==> config.mk <==
export PLATFORM = sky130hd
export DESIGN_NAME = fetch_pc_unit_flat
export DESIGN_NICKNAME = d
export VERILOG_FILES = /design/src/rtl/fetch_pc_unit_pkg.sv /design/src/rtl/fetch_pc_unit_if.sv /design/src/rtl/fetch_pc_unit_btb.sv /design/src/rtl/fetch_pc_unit.sv /design/src/flat_wrapper.sv
export SDC_FILE = /design/constraint.sdc
export NUM_CORES = 2
export LEC_CHECK = 0
export CORE_MARGIN = 8
export CORE_UTILIZATION = 45
export DETAILED_ROUTE_END_ITERATION = 8
export PLACE_DENSITY = 0.69
export SYNTH_ARGS = -nofsm -noshare
export SYNTH_HDL_FRONTEND = slang
export SYNTH_SLANG_ARGS = --single-unit
==> constraint.sdc <==
create_clock -name clk -period 9 [get_ports clk]
set_clock_uncertainty 0.05 [all_clocks]
set_input_delay 2.7 -clock clk [delete_from_list [all_inputs] [get_ports clk]]
set_output_delay 2.7 -clock clk [all_outputs]
set_load 0.005 [all_outputs]
==> src/rtl/fetch_pc_unit_pkg.sv <==
// Shared pipeline constants, the IF/ID entry layout and the mispredict rule
// used by the fetch PC generator.
package fetch_pc_unit_pkg;

    localparam int XLEN = 32;
    localparam logic [XLEN-1:0] INSN_BYTES = 32'd4;
    localparam logic [XLEN-1:0] RESET_PC_DEFAULT = 32'h0000_0000;

    typedef struct packed {
        logic            valid;
        logic [XLEN-1:0] pc;
        logic            pred_taken;
        logic [XLEN-1:0] pred_target;
    } ifid_t;

    // A taken branch whose target differs from the carried prediction is a
    // mispredict even if the direction was guessed correctly.
    function automatic logic is_mispredict(
        input logic            valid,
        input logic            taken,
        input logic [XLEN-1:0] target,
        input logic            pred_taken,
        input logic [XLEN-1:0] pred_target
    );
        return valid && ((taken != pred_taken) || (taken && (target != pred_target)));
    endfunction

endpackage

==> src/rtl/fetch_pc_unit_if.sv <==
// Fetch-side bus: EX branch resolution in, predictor lookup/update and
// IF/ID contents out.
interface fetch_pc_unit_if;
    import fetch_pc_unit_pkg::*;

    logic            stall;
    logic            ex_br_valid;
    logic [XLEN-1:0] ex_br_pc;
    logic            ex_br_taken;
    logic [XLEN-1:0] ex_br_target;
    logic            ex_pred_taken;
    logic [XLEN-1:0] ex_pred_target;
    logic [XLEN-1:0] bp_lookup_pc;
    logic            bp_predict_taken;
    logic            bp_update_valid;
    logic [XLEN-1:0] bp_update_pc;
    logic            bp_update_taken;
    logic [XLEN-1:0] imem_addr;
    logic            if_valid;
    logic [XLEN-1:0] if_pc;
    logic            if_pred_taken;
    logic [XLEN-1:0] if_pred_target;
    logic            flush;
    logic [XLEN-1:0] mispredict_count;
    logic [XLEN-1:0] branch_count;

    modport master (
        output stall, ex_br_valid, ex_br_pc, ex_br_taken, ex_br_target,
               ex_pred_taken, ex_pred_target, bp_predict_taken,
        input  bp_lookup_pc, bp_update_valid, bp_update_pc, bp_update_taken,
               imem_addr, if_valid, if_pc, if_pred_taken, if_pred_target,
               flush, mispredict_count, branch_count
    );

    modport slave (
        input  stall, ex_br_valid, ex_br_pc, ex_br_taken, ex_br_target,
               ex_pred_taken, ex_pred_target, bp_predict_taken,
        output bp_lookup_pc, bp_update_valid, bp_update_pc, bp_update_taken,
               imem_addr, if_valid, if_pc, if_pred_taken, if_pred_target,
               flush, mispredict_count, branch_count
    );

endinterface

==> src/rtl/fetch_pc_unit_btb.sv <==
// Direct-mapped branch target buffer: combinational lookup, clocked write,
// valid bits cleared asynchronously by reset.
module fetch_btb
    import fetch_pc_unit_pkg::*;
#(
    parameter int ENTRIES = 16,
    parameter int IW      = $clog2(ENTRIES),
    parameter int TW      = XLEN - 2 - IW
) (
    input  logic            clk,
    input  logic            reset,
    input  logic [IW-1:0]   rd_idx,
    input  logic [TW-1:0]   rd_tag,
    output logic            rd_hit,
    output logic [XLEN-1:0] rd_target,
    input  logic            wr_en,
    input  logic [IW-1:0]   wr_idx,
    input  logic [TW-1:0]   wr_tag,
    input  logic [XLEN-1:0] wr_target
);

    logic [ENTRIES-1:0] valid_q;
    logic [TW-1:0]      tag_mem    [ENTRIES];
    logic [XLEN-1:0]    target_mem [ENTRIES];

    always_ff @(posedge clk or posedge reset) begin
        if (reset) begin
            valid_q <= '0;
        end else if (wr_en) begin
            valid_q[wr_idx] <= 1'b1;
        end
    end

    // Payload needs no reset; a cleared valid bit masks stale contents.
    always_ff @(posedge clk) begin
        if (wr_en) begin
            tag_mem[wr_idx]    <= wr_tag;
            target_mem[wr_idx] <= wr_target;
        end
    end

    assign rd_hit    = valid_q[rd_idx] && (tag_mem[rd_idx] == rd_tag);
    assign rd_target = target_mem[rd_idx];

endmodule

==> src/rtl/fetch_pc_unit.sv <==
// Fetch PC generator: BTB + direction-predictor next-PC selection, EX-stage
// redirect, IF/ID register, predictor-update strobe and branch statistics.
module fetch_pc_unit
    import fetch_pc_unit_pkg::*;
#(
    parameter logic [XLEN-1:0] RESET_PC    = RESET_PC_DEFAULT,
    parameter int              BTB_ENTRIES = 16
) (
    input  logic          clk,
    input  logic          reset,
    fetch_pc_unit_if.slave bus
);

    localparam int IW = $clog2(BTB_ENTRIES);
    localparam int TW = XLEN - 2 - IW;

    logic [XLEN-1:0] pc_q;
    ifid_t           ifid_q;
    logic            flush_q;
    logic            upd_valid_q;
    logic [XLEN-1:0] upd_pc_q;
    logic            upd_taken_q;
    logic [XLEN-1:0] mispredict_count_q;
    logic [XLEN-1:0] branch_count_q;

    logic            btb_hit;
    logic [XLEN-1:0] btb_target;
    logic [XLEN-1:0] pc_plus4;
    logic            pred_taken;
    logic [XLEN-1:0] pred_target;
    logic [XLEN-1:0] next_pc;
    logic [XLEN-1:0] redirect_pc;
    logic            mispredict;

    fetch_btb #(
        .ENTRIES (BTB_ENTRIES)
    ) u_btb (
        .clk       (clk),
        .reset     (reset),
        .rd_idx    (pc_q[2+IW-1:2]),
        .rd_tag    (pc_q[XLEN-1:2+IW]),
        .rd_hit    (btb_hit),
        .rd_target (btb_target),
        .wr_en     (bus.ex_br_valid && bus.ex_br_taken),
        .wr_idx    (bus.ex_br_pc[2+IW-1:2]),
        .wr_tag    (bus.ex_br_pc[XLEN-1:2+IW]),
        .wr_target (bus.ex_br_target)
    );

    assign pc_plus4    = pc_q + INSN_BYTES;
    assign pred_taken  = btb_hit && bus.bp_predict_taken;
    assign pred_target = btb_hit ? btb_target : pc_plus4;
    assign next_pc     = pred_taken ? pred_target : pc_plus4;
    assign redirect_pc = bus.ex_br_taken ? bus.ex_br_target : (bus.ex_br_pc + INSN_BYTES);
    assign mispredict  = is_mispredict(bus.ex_br_valid, bus.ex_br_taken, bus.ex_br_target,
                                       bus.ex_pred_taken, bus.ex_pred_target);

    // A mispredict redirects even under stall; the wrong-path IF/ID slot becomes a bubble.
    always_ff @(posedge clk or posedge reset) begin
        if (reset) begin
            pc_q    <= RESET_PC;
            ifid_q  <= '{valid: 1'b0, pc: RESET_PC, pred_taken: 1'b0, pred_target: '0};
            flush_q <= 1'b0;
        end else if (mispredict) begin
            pc_q         <= redirect_pc;
            ifid_q.valid <= 1'b0;
            flush_q      <= 1'b1;
        end else if (bus.stall) begin
            flush_q <= 1'b0;
        end else begin
            pc_q    <= next_pc;
            ifid_q  <= '{valid: 1'b1, pc: pc_q, pred_taken: pred_taken, pred_target: pred_target};
            flush_q <= 1'b0;
        end
    end

    always_ff @(posedge clk or posedge reset) begin
        if (reset) begin
            upd_valid_q <= 1'b0;
            upd_pc_q    <= '0;
            upd_taken_q <= 1'b0;
        end else begin
            upd_valid_q <= bus.ex_br_valid;
            if (bus.ex_br_valid) begin
                upd_pc_q    <= bus.ex_br_pc;
                upd_taken_q <= bus.ex_br_taken;
            end
        end
    end

    always_ff @(posedge clk or posedge reset) begin
        if (reset) begin
            branch_count_q     <= '0;
            mispredict_count_q <= '0;
        end else begin
            if (bus.ex_br_valid) begin
                branch_count_q <= branch_count_q + 1'b1;
            end
            if (mispredict) begin
                mispredict_count_q <= mispredict_count_q + 1'b1;
            end
        end
    end

    assign bus.bp_lookup_pc     = pc_q;
    assign bus.imem_addr        = pc_q;
    assign bus.if_valid         = ifid_q.valid;
    assign bus.if_pc            = ifid_q.pc;
    assign bus.if_pred_taken    = ifid_q.pred_taken;
    assign bus.if_pred_target   = ifid_q.pred_target;
    assign bus.flush            = flush_q;
    assign bus.bp_update_valid  = upd_valid_q;
    assign bus.bp_update_pc     = upd_pc_q;
    assign bus.bp_update_taken  = upd_taken_q;
    assign bus.mispredict_count = mispredict_count_q;
    assign bus.branch_count     = branch_count_q;

endmodule

==> src/flat_wrapper.sv <==
// flat-port wrapper written by rule: the top's interface ports become plain ports
module fetch_pc_unit_flat import fetch_pc_unit_pkg::*;
#(
    parameter logic [XLEN-1:0] RESET_PC    = RESET_PC_DEFAULT,
    parameter int              BTB_ENTRIES = 16
)
  (clk, reset, bus_stall, bus_ex_br_valid, bus_ex_br_pc, bus_ex_br_taken, bus_ex_br_target, bus_ex_pred_taken, bus_ex_pred_target, bus_bp_predict_taken, bus_bp_lookup_pc, bus_bp_update_valid, bus_bp_update_pc, bus_bp_update_taken, bus_imem_addr, bus_if_valid, bus_if_pc, bus_if_pred_taken, bus_if_pred_target, bus_flush, bus_mispredict_count, bus_branch_count);
  fetch_pc_unit_if bus_i ();
  input  logic clk;
  input  logic reset;
  input wire logic [$bits(bus_i.stall)-1:0] bus_stall;
  input wire logic [$bits(bus_i.ex_br_valid)-1:0] bus_ex_br_valid;
  input wire logic [$bits(bus_i.ex_br_pc)-1:0] bus_ex_br_pc;
  input wire logic [$bits(bus_i.ex_br_taken)-1:0] bus_ex_br_taken;
  input wire logic [$bits(bus_i.ex_br_target)-1:0] bus_ex_br_target;
  input wire logic [$bits(bus_i.ex_pred_taken)-1:0] bus_ex_pred_taken;
  input wire logic [$bits(bus_i.ex_pred_target)-1:0] bus_ex_pred_target;
  input wire logic [$bits(bus_i.bp_predict_taken)-1:0] bus_bp_predict_taken;
  output wire logic [$bits(bus_i.bp_lookup_pc)-1:0] bus_bp_lookup_pc;
  output wire logic [$bits(bus_i.bp_update_valid)-1:0] bus_bp_update_valid;
  output wire logic [$bits(bus_i.bp_update_pc)-1:0] bus_bp_update_pc;
  output wire logic [$bits(bus_i.bp_update_taken)-1:0] bus_bp_update_taken;
  output wire logic [$bits(bus_i.imem_addr)-1:0] bus_imem_addr;
  output wire logic [$bits(bus_i.if_valid)-1:0] bus_if_valid;
  output wire logic [$bits(bus_i.if_pc)-1:0] bus_if_pc;
  output wire logic [$bits(bus_i.if_pred_taken)-1:0] bus_if_pred_taken;
  output wire logic [$bits(bus_i.if_pred_target)-1:0] bus_if_pred_target;
  output wire logic [$bits(bus_i.flush)-1:0] bus_flush;
  output wire logic [$bits(bus_i.mispredict_count)-1:0] bus_mispredict_count;
  output wire logic [$bits(bus_i.branch_count)-1:0] bus_branch_count;
  assign bus_i.stall = bus_stall;
  assign bus_i.ex_br_valid = bus_ex_br_valid;
  assign bus_i.ex_br_pc = bus_ex_br_pc;
  assign bus_i.ex_br_taken = bus_ex_br_taken;
  assign bus_i.ex_br_target = bus_ex_br_target;
  assign bus_i.ex_pred_taken = bus_ex_pred_taken;
  assign bus_i.ex_pred_target = bus_ex_pred_target;
  assign bus_i.bp_predict_taken = bus_bp_predict_taken;
  assign bus_bp_lookup_pc = bus_i.bp_lookup_pc;
  assign bus_bp_update_valid = bus_i.bp_update_valid;
  assign bus_bp_update_pc = bus_i.bp_update_pc;
  assign bus_bp_update_taken = bus_i.bp_update_taken;
  assign bus_imem_addr = bus_i.imem_addr;
  assign bus_if_valid = bus_i.if_valid;
  assign bus_if_pc = bus_i.if_pc;
  assign bus_if_pred_taken = bus_i.if_pred_taken;
  assign bus_if_pred_target = bus_i.if_pred_target;
  assign bus_flush = bus_i.flush;
  assign bus_mispredict_count = bus_i.mispredict_count;
  assign bus_branch_count = bus_i.branch_count;
  fetch_pc_unit #(.RESET_PC(RESET_PC), .BTB_ENTRIES(BTB_ENTRIES)) u_core (.clk(clk), .reset(reset), .bus(bus_i));
endmodule
**Clock routing**

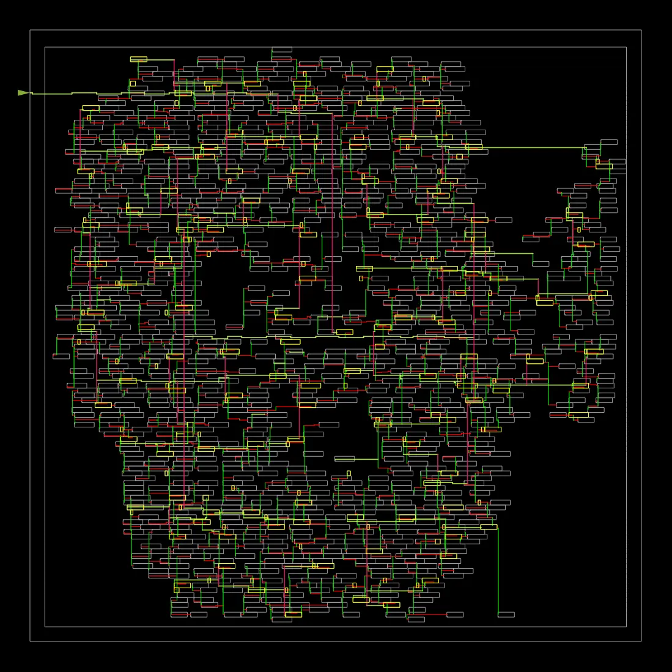
Clock Power: 4.44 mW
flop count: 1141

**Close-up of the layout**

Region (151, 151) to (191, 191) µm. Cells in gray, sequential cells in the stronger gray; small squares are vias.
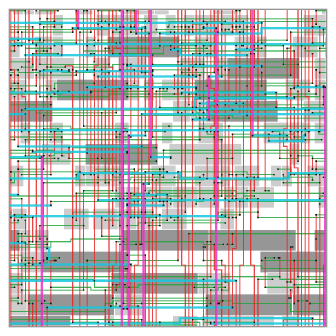
metal 3: in cyan. metal 2: in red. metal 4: in magenta. metal 1: in green.
Sequential cells in the window: 14. Most frequent: nand2_1 (13), xnor2_1 (11), nor2_1 (9). 98 logic cells have their middle in the window. Netlist names of flops here include `u_core.u_btb.tag_mem` (7), `u_core.bus.bp_lookup_pc` (3), `u_core.bus.if_pred_target` (3).

==> flow_metrics.py <==
# Generated from Yosys and OpenROAD reports
metrics = {
    "power": {
        "maxPowerGroup": "registers",
        "p_sw_mw": 3.466,
        "pg_seq_mw": 6.18,
        "p_seq_frac": 0.481,
    },
    "worst_setup_path": {
        "cp_top_family": "simple AND/OR/NAND/NOR gates",
        "crit_cells": 10,
        "reg2reg_depth": 11,
        "worstPathRequired_ns": 9.57,
        "cp_slowest_cell": "clkdlybuf4s50_1",
        "path_cells": "clkdlybuf4s50_1, xor2_1, nor4_1, nand4_1, nor3_1, nor2_4, nor2_4, buf_4, nor2_1, a31oi_1",
        "timing.rr.end": "u_core.bus.if_pred_target[31]",
        "cp_common_cell": "nor2_4",
        "cp-endpoint": "u_core.bus.if_pred_target[2]",
        "start_kind": "input pin",
        "max_stage_delay_ns": 0.97,
    },
    "final_timing": {
        "fin_ws_ns": 2.969,
        "slew_viol_final": 0,
        "tightest_slew_ns": 1.344,
        "fin_setup_tns_ns": 0,
        "finalSetupViolations": 0,
        "hold_slack_ns": 0.4156,
    },
    "detailed_routing": {
        "drtPass1Iterations": 6,
        "wirelength_um": 140100,
        "ant_nets": 0,
    },
    "placement": {
        "dpl.cell_count": 4430,
        "pre_cts_ws_ns": 2.360,
        "io_buffers": 331,
    },
    "synth": {
        "synth_top_cell_by_count": "edfxtp_1",
        "ys_sh_xor": 0.03033,
        "synth_area_per_cell_um2": 16.96,
        "ys_seq_elements": 1141,
        "synth-edff-count": 928,
        "ys_sh_adder": 0.001838,
        "logic_family": "multiplexers",
    },
    "die": {
        "fp_util": 0.4533,
        "die_y_um": 341.4,
    },
    "cts": {
        "clock_latency_ns": 0.72,
        "clock_sinks": 1141,
        "cts-resized-gates": 0,
        "clk_pin_slew_ns": 0.06,
        "cts_made_buffers": 112,
        "cts_tree": "yes",
    },
    "finish": {
        "stdcell_count": 4644,
        "final_cell_mix": "edfxtp_1 (928), clkdlybuf4s50_1 (329), mux4_2 (236)",
        "drive_gt1_frac": 0.1862,
    },
    "run_status": {
        "status": "completed",
    },
    "global_routing": {
        "antenna_found_initial": 11,
    },
}
**Wiring heat map**

Bar = 100 µm. 34 x 34 tiles, from white (low) to dark blue (high), scaled to the fullest tile. Values are wire area over tile area, all layers added.
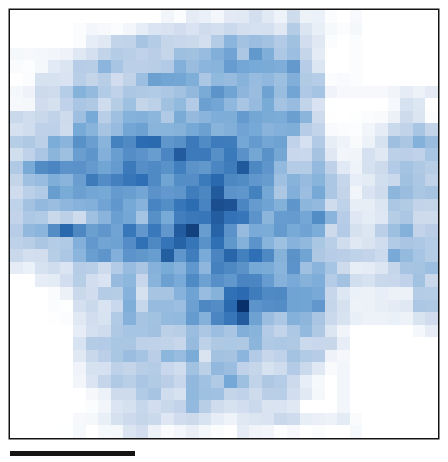
The densest ninth of the die: center. 19% of the tiles are over half the peak. 20% of the tiles are nearly empty.
routed vias: 28.16k
global-route usage over all layers: 0.2345

[worst min path at each step]
stage / startpoint / end / slack, ns
floorplan: u_core.u_btb.valid_q[10] / u_core.u_btb.valid_q[10] / 0.38
global placement: u_core.u_btb.valid_q[11] / u_core.u_btb.valid_q[11] / 0.40
detailed placement: u_core.u_btb.valid_q[1] / u_core.u_btb.valid_q[1] / 0.40
CTS: u_core.u_btb.valid_q[7] / u_core.u_btb.valid_q[7] / 0.41
global route: u_core.u_btb.valid_q[3] / u_core.u_btb.valid_q[3] / 0.44
finish: u_core.u_btb.valid_q[6] / u_core.u_btb.valid_q[6] / 0.42
[per-layer routing]
metal	wire, µm	track usage
met5	40	0
met4	3822	0.06941
met3	15170	0.05947
met2	65490	0.3687
met1	55590	0.3241
[sequential cells by signal (all words and copies together) (netlist names)]
name,cells
u_core.bus.if_pred_target,32
u_core.u_btb.target_mem,512
u_core.bus.bp_lookup_pc,32
u_core.bus.if_valid,1
u_core.bus.if_pred_taken,1
u_core.bus.flush,1
u_core.u_btb.tag_mem,416
u_core.bus.bp_update_valid,1
u_core.bus.bp_update_taken,1
u_core.bus.mispredict_count,32
u_core.u_btb.valid_q,16
u_core.bus.bp_update_pc,32
u_core.bus.branch_count,32
u_core.bus.if_pc,32
[area by class of cell]
class / count / area (µm²) / share of cell area
Inverter: 27 / 110.1 / 0.001965
Sequential cell: 1141 / 33210 / 0.5928
Clock buffer: 155 / 3014 / 0.05380
Antenna cell: 3 / 7.507 / 0.0001340
Multi-Input combinational cell: 1445 / 13440 / 0.2399
Clock inverter: 56 / 435.4 / 0.007772
Timing Repair Buffer: 426 / 4066 / 0.07258
Tap cell: 1391 / 1740 / 0.03107
Power figures rest on the tool's default switching activity, not on a simulated workload.
